Figure 1. Close-up of the layout.
Window x 34 to 84, y 57 to 107 µm. Cells in grey, sequential cells in the stronger grey; small squares are vias.
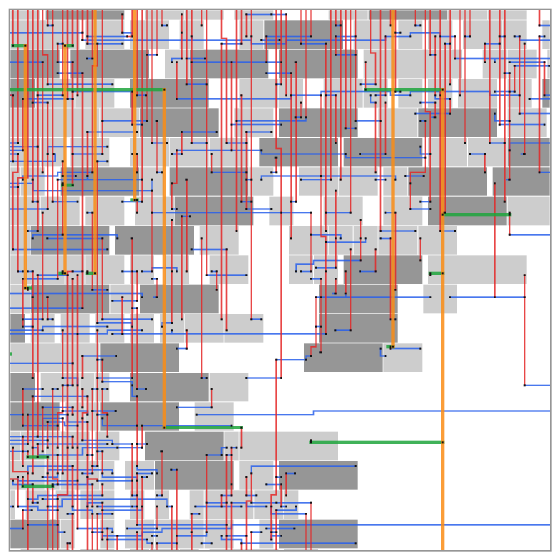
Figure 2. PDN straps and rails.
Drawn at 4 px/µm. Pins as bars on the die edge.
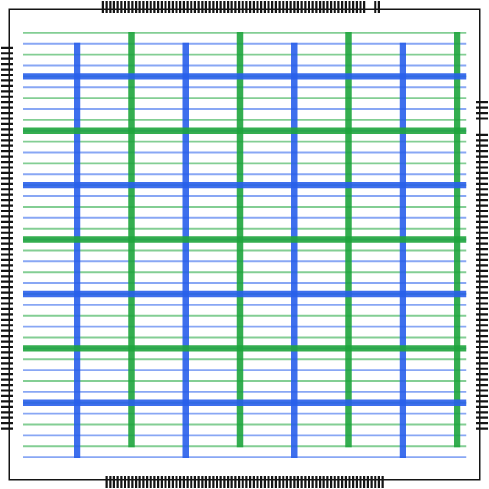
Figure 3. Wire density map.
Drawn at 3 px/µm. The die is cut into 23 by 23 equal tiles; dark purple is low, yellow is high, scaled to the fullest tile. Values are wire area over tile area, all layers added.
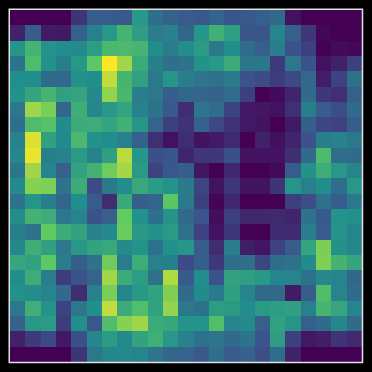
Figure 4. Drive-strength map.
Drawn at 2 px/µm.
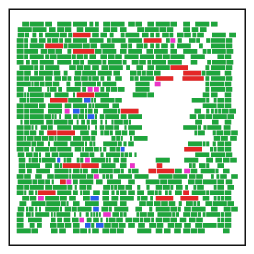
File: src/rtl/mem_arbiter.sv
// Two-master, one-slave memory arbiter: IFU (master 0) and LSU (master 1) share
// one memory port. Round-robin grant, one outstanding transaction, and a
// per-transaction timeout that turns a hung slave into an error response.
module mem_arbiter #(
  parameter int unsigned TIMEOUT     = 16,
  parameter int unsigned FIRST_GRANT = 0
) (
  input  logic        sys_clk,
  input  logic        sys_rst,

  input  logic        ifu_req_valid,
  input  logic [31:0] ifu_req_addr,
  output logic        ifu_req_ready,
  output logic        ifu_resp_valid,
  output logic [31:0] ifu_resp_data,
  output logic        ifu_resp_err,

  input  logic        lsu_req_valid,
  input  logic [31:0] lsu_req_addr,
  input  logic        lsu_req_wen,
  input  logic [31:0] lsu_req_wdata,
  input  logic [3:0]  lsu_req_wmask,
  output logic        lsu_req_ready,
  output logic        lsu_resp_valid,
  output logic [31:0] lsu_resp_data,
  output logic        lsu_resp_err,

  output logic        mem_req_valid,
  input  logic        mem_req_ready,
  output logic [31:0] mem_req_addr,
  output logic        mem_req_wen,
  output logic [31:0] mem_req_wdata,
  output logic [3:0]  mem_req_wmask,
  input  logic        mem_resp_valid,
  input  logic [31:0] mem_resp_data,

  output logic        busy
);

  typedef enum logic [1:0] {StIdle, StReq, StWait, StResp} state_e;

  // The counter is 0 in the first cycle after accept. Aborting once it reaches
  // TIMEOUT-2 lands the error pulse exactly TIMEOUT cycles after the accept
  // cycle. The >= keeps a transaction that only just escaped REQ from running on.
  localparam logic [7:0] ToLast = 8'(TIMEOUT - 2);

  state_e      state_q;
  logic [7:0]  cnt_q;
  logic        last_grant_q;
  logic        grant_id_q;

  logic        grant;
  logic        handshake;
  logic        timeout_hit;
  logic        finish;
  logic        fin_err;
  logic [31:0] fin_data;

  assign busy = (state_q != StIdle);

  // Round-robin grant and same-cycle ready in IDLE.
  always_comb begin
    grant = ~last_grant_q;
    if (ifu_req_valid && !lsu_req_valid) begin
      grant = 1'b0;
    end else if (!ifu_req_valid && lsu_req_valid) begin
      grant = 1'b1;
    end
    ifu_req_ready = (state_q == StIdle) && ifu_req_valid && !grant;
    lsu_req_ready = (state_q == StIdle) && lsu_req_valid && grant;
    handshake     = ifu_req_ready | lsu_req_ready;
  end

  // Decide whether the pending transaction ends this cycle, and with what result.
  always_comb begin
    timeout_hit = (cnt_q >= ToLast);
    finish      = 1'b0;
    fin_err     = 1'b0;
    fin_data    = 32'd0;
    case (state_q)
      StReq: begin
        if (!mem_req_ready && timeout_hit) begin
          finish  = 1'b1;
          fin_err = 1'b1;
        end
      end
      StWait: begin
        if (mem_resp_valid) begin
          finish   = 1'b1;
          fin_data = mem_req_wen ? 32'd0 : mem_resp_data;
        end else if (timeout_hit) begin
          finish  = 1'b1;
          fin_err = 1'b1;
        end
      end
      default: ;
    endcase
  end

  // Transaction FSM with registered slave-side fields and response pulses.
  always_ff @(posedge sys_clk) begin
    if (!sys_rst) begin
      state_q        <= StIdle;
      cnt_q          <= 8'd0;
      last_grant_q   <= (FIRST_GRANT == 0);
      grant_id_q     <= 1'b0;
      mem_req_valid  <= 1'b0;
      mem_req_addr   <= 32'd0;
      mem_req_wen    <= 1'b0;
      mem_req_wdata  <= 32'd0;
      mem_req_wmask  <= 4'd0;
      ifu_resp_valid <= 1'b0;
      ifu_resp_data  <= 32'd0;
      ifu_resp_err   <= 1'b0;
      lsu_resp_valid <= 1'b0;
      lsu_resp_data  <= 32'd0;
      lsu_resp_err   <= 1'b0;
    end else begin
      // Response outputs are single-cycle pulses.
      ifu_resp_valid <= 1'b0;
      ifu_resp_data  <= 32'd0;
      ifu_resp_err   <= 1'b0;
      lsu_resp_valid <= 1'b0;
      lsu_resp_data  <= 32'd0;
      lsu_resp_err   <= 1'b0;

      case (state_q)
        StIdle: begin
          if (handshake) begin
            grant_id_q    <= grant;
            last_grant_q  <= grant;
            cnt_q         <= 8'd0;
            mem_req_valid <= 1'b1;
            if (grant) begin
              mem_req_addr  <= lsu_req_addr;
              mem_req_wen   <= lsu_req_wen;
              mem_req_wdata <= lsu_req_wdata;
              mem_req_wmask <= lsu_req_wmask;
            end else begin
              mem_req_addr  <= ifu_req_addr;
              mem_req_wen   <= 1'b0;
              mem_req_wdata <= 32'd0;
              mem_req_wmask <= 4'd0;
            end
            state_q <= StReq;
          end
        end
        StReq: begin
          cnt_q <= cnt_q + 8'd1;
          if (mem_req_ready) begin
            mem_req_valid <= 1'b0;
            state_q       <= StWait;
          end else if (finish) begin
            mem_req_valid <= 1'b0;
            state_q       <= StResp;
          end
        end
        StWait: begin
          cnt_q <= cnt_q + 8'd1;
          if (finish) begin
            state_q <= StResp;
          end
        end
        StResp: begin
          state_q <= StIdle;
        end
        default: state_q <= StIdle;
      endcase

      if (finish) begin
        if (grant_id_q) begin
          lsu_resp_valid <= 1'b1;
          lsu_resp_data  <= fin_data;
          lsu_resp_err   <= fin_err;
        end else begin
          ifu_resp_valid <= 1'b1;
          ifu_resp_data  <= fin_data;
          ifu_resp_err   <= fin_err;
        end
      end
    end
  end

endmodule

File: config.mk
export PLATFORM = sky130hd
export DESIGN_NAME = mem_arbiter
export DESIGN_NICKNAME = d
export VERILOG_FILES = /design/src/rtl/mem_arbiter.sv
export SDC_FILE = /design/constraint.sdc
export NUM_CORES = 1
export LEC_CHECK = 0
export CAP_MARGIN = 20
export CORE_MARGIN = 3
export CORE_UTILIZATION = 42
export DETAILED_ROUTE_END_ITERATION = 8
export PLACE_DENSITY = 0.89
export SLEW_MARGIN = 0
export SYNTH_ARGS = -nofsm -noshare
export SYNTH_HDL_FRONTEND = slang
export SYNTH_SLANG_ARGS = --single-unit
File: constraint.sdc
create_clock -name sys_clk -period 3.85 [get_ports sys_clk]
set_clock_uncertainty 0.1 [all_clocks]
set_input_delay 0.77 -clock sys_clk [delete_from_list [all_inputs] [get_ports sys_clk]]
set_output_delay 0.77 -clock sys_clk [all_outputs]
set_load 0.005 [all_outputs]
==> impl_metrics.json <==
{
  "status": "complete, no violations",
  "rsz0062_at_grt": "false",
  "netlist.area_leader.share_pct": 57.8,
  "ys_cells": 512,
  "grt_max_degree": 53,
  "fin_setup_tns_ns": 0,
  "pg_clk_mw": 1.64,
  "cts_made_buffers": 17,
  "largest_area_cell": "dfxtp_1",
  "drc": 0,
  "final_max_slew_viol_count": 0,
  "max-cap-violations": 0,
  "core_region_area_mm2": 0.0118,
  "min_path_cells": 2,
  "synthDistinctLibCells": 38,
  "startpoint": "ifu_req_valid",
  "critical_path_arrival_ns": 2.21,
  "wl_met2_um": 8550,
  "met2_usage_pct": 41.0,
  "crit_path_end_kind": "output pin",
  "syn_nets": 658,
  "hold_end": "cnt_q[7]",
  "clk_share_pct": 6.75,
  "critPathKind": "in2out",
  "finalNonFillerCells": 958,
  "mostFrequentLayoutCells": "clkdlybuf4s50_1, dfxtp_1, and2_1",
  "net-switching-power_mw": 0.917,
  "wirelength_um": 16100,
  "nets": 928,
  "fp-row-count": 39,
  "crit_family": "buffers and inverters",
  "yosys.area_share.aoi_pct": 14.5,
  "fill_cells": 787,
  "r2r_slack_ns": 1.71,
  "htree_levels": 4,
  "worstReg2RegStart": "state_q[1]",
  "ys_warn_count": 0,
  "stdcell_area_mm2": 0.00870,
  "lay_top_count": "clkdlybuf4s50_1",
  "ys_sh_mux_pct": 6.16,
  "max_stage_delay_ns": 0.65,
  "intPower_mw": 2.92,
  "logic_area_mm2": 0.00202,
  "fin_util_pct": 74.0,
  "cp-start-kind": "input port",
  "postCtsSetupRepairBufs": 0,
  "pwr-share-seq_pct": 43.3,
  "total_power_mw": 3.84,
  "max_freq_mhz": 325,
  "ys_ff": 150,
  "crit_end": "ifu_req_ready",
  "nNonClkBuffers": 286,
  "p_clk_share_pct": 42.7,
  "n_antenna_cell": 0,
  "met3WireLength_um": 1330,
  "p_leak_nw": 3.38,
  "ys_sh_xor_pct": 0.843,
  "clockRootBuffer": "clkbuf_16",
  "grt_first_pass_wirelength_um": 23900,
  "pre_cts_slack_ns": 0.785,
  "antenna_found_initial": 0,
  "vias_per_cell": 4.92,
  "worstHoldPathType": "reg2reg",
  "hold_buffers": 0,
  "hpwl_um": 11600,
  "ff2ff_path_depth": 6,
  "clkLatencyLatePin_ns": 0.42,
  "firstDrtPassIters": 6,
  "top_cells_by_area": "dfxtp_1, and2_1, mux2i_1",
  "synth.most_common_cell": "dfxtp_1",
  "num-nonclk-inverters": 9,
  "synthCells": 512,
  "p_comb_mw": 0.538,
  "layout.nonclk_buf_share_pct": 32.7,
  "drt-met1-wl_um": 5690,
  "drive_gt1_share_pct": 5.79,
  "syn_area_mm2": 0.00520,
  "drt-wirelength-per-cell_um": 16.8,
  "path_clk_slew_ns": 0.06,
  "comb_cells": 318,
  "max_slew_margin_pct": 33.6,
  "nWellTaps": 164,
  "path_common_cell": "clkdlybuf4s50_1",
  "die_h_um": 117,
  "hold_start": "cnt_q[7]",
  "comb_power_share_pct": 14.0,
  "comb_area_share_pct": 23.3,
  "first_global_vias": 4762,
  "dominant_cells": "sequential cells",
  "required_ns": 2.98
}
-- Figure 1 (at the start) --
layer	colour
metal 4	orange
metal 1	blue
metal 2	red
metal 3	green
netlist names of flops here include	ifu_resp_data (13), lsu_resp_data (13), cnt_q (4)
cells with their middle in the window	147
sequential cells in the window	35
most frequent	clkdlybuf4s50_1 (42), dfxtp_1 (35), and2_1 (28)

-- Figure 2 (at the start) --
net	colour
VDD	green
VSS	blue
met5 straps	7
signal pins	280
met4 straps	8

-- Figure 3 (at the start) --
nearly empty tiles	6.0%
tiles over half the peak	30%
fullest tile	0.51
emptiest ninth of the die	upper right

-- Figure 4 (at the start) --
size	colour	cells	share	most used
_3 and _4 cells	magenta	13	1.6%	buf_4
_2 cells	blue	9	1.1%	nor3_2
_6 and larger	red	24	3.0%	clkbuf_16
_0 and _1 cells	green	748	94%	clkdlybuf4s50_1

Power and IR drop assume default switching activity.
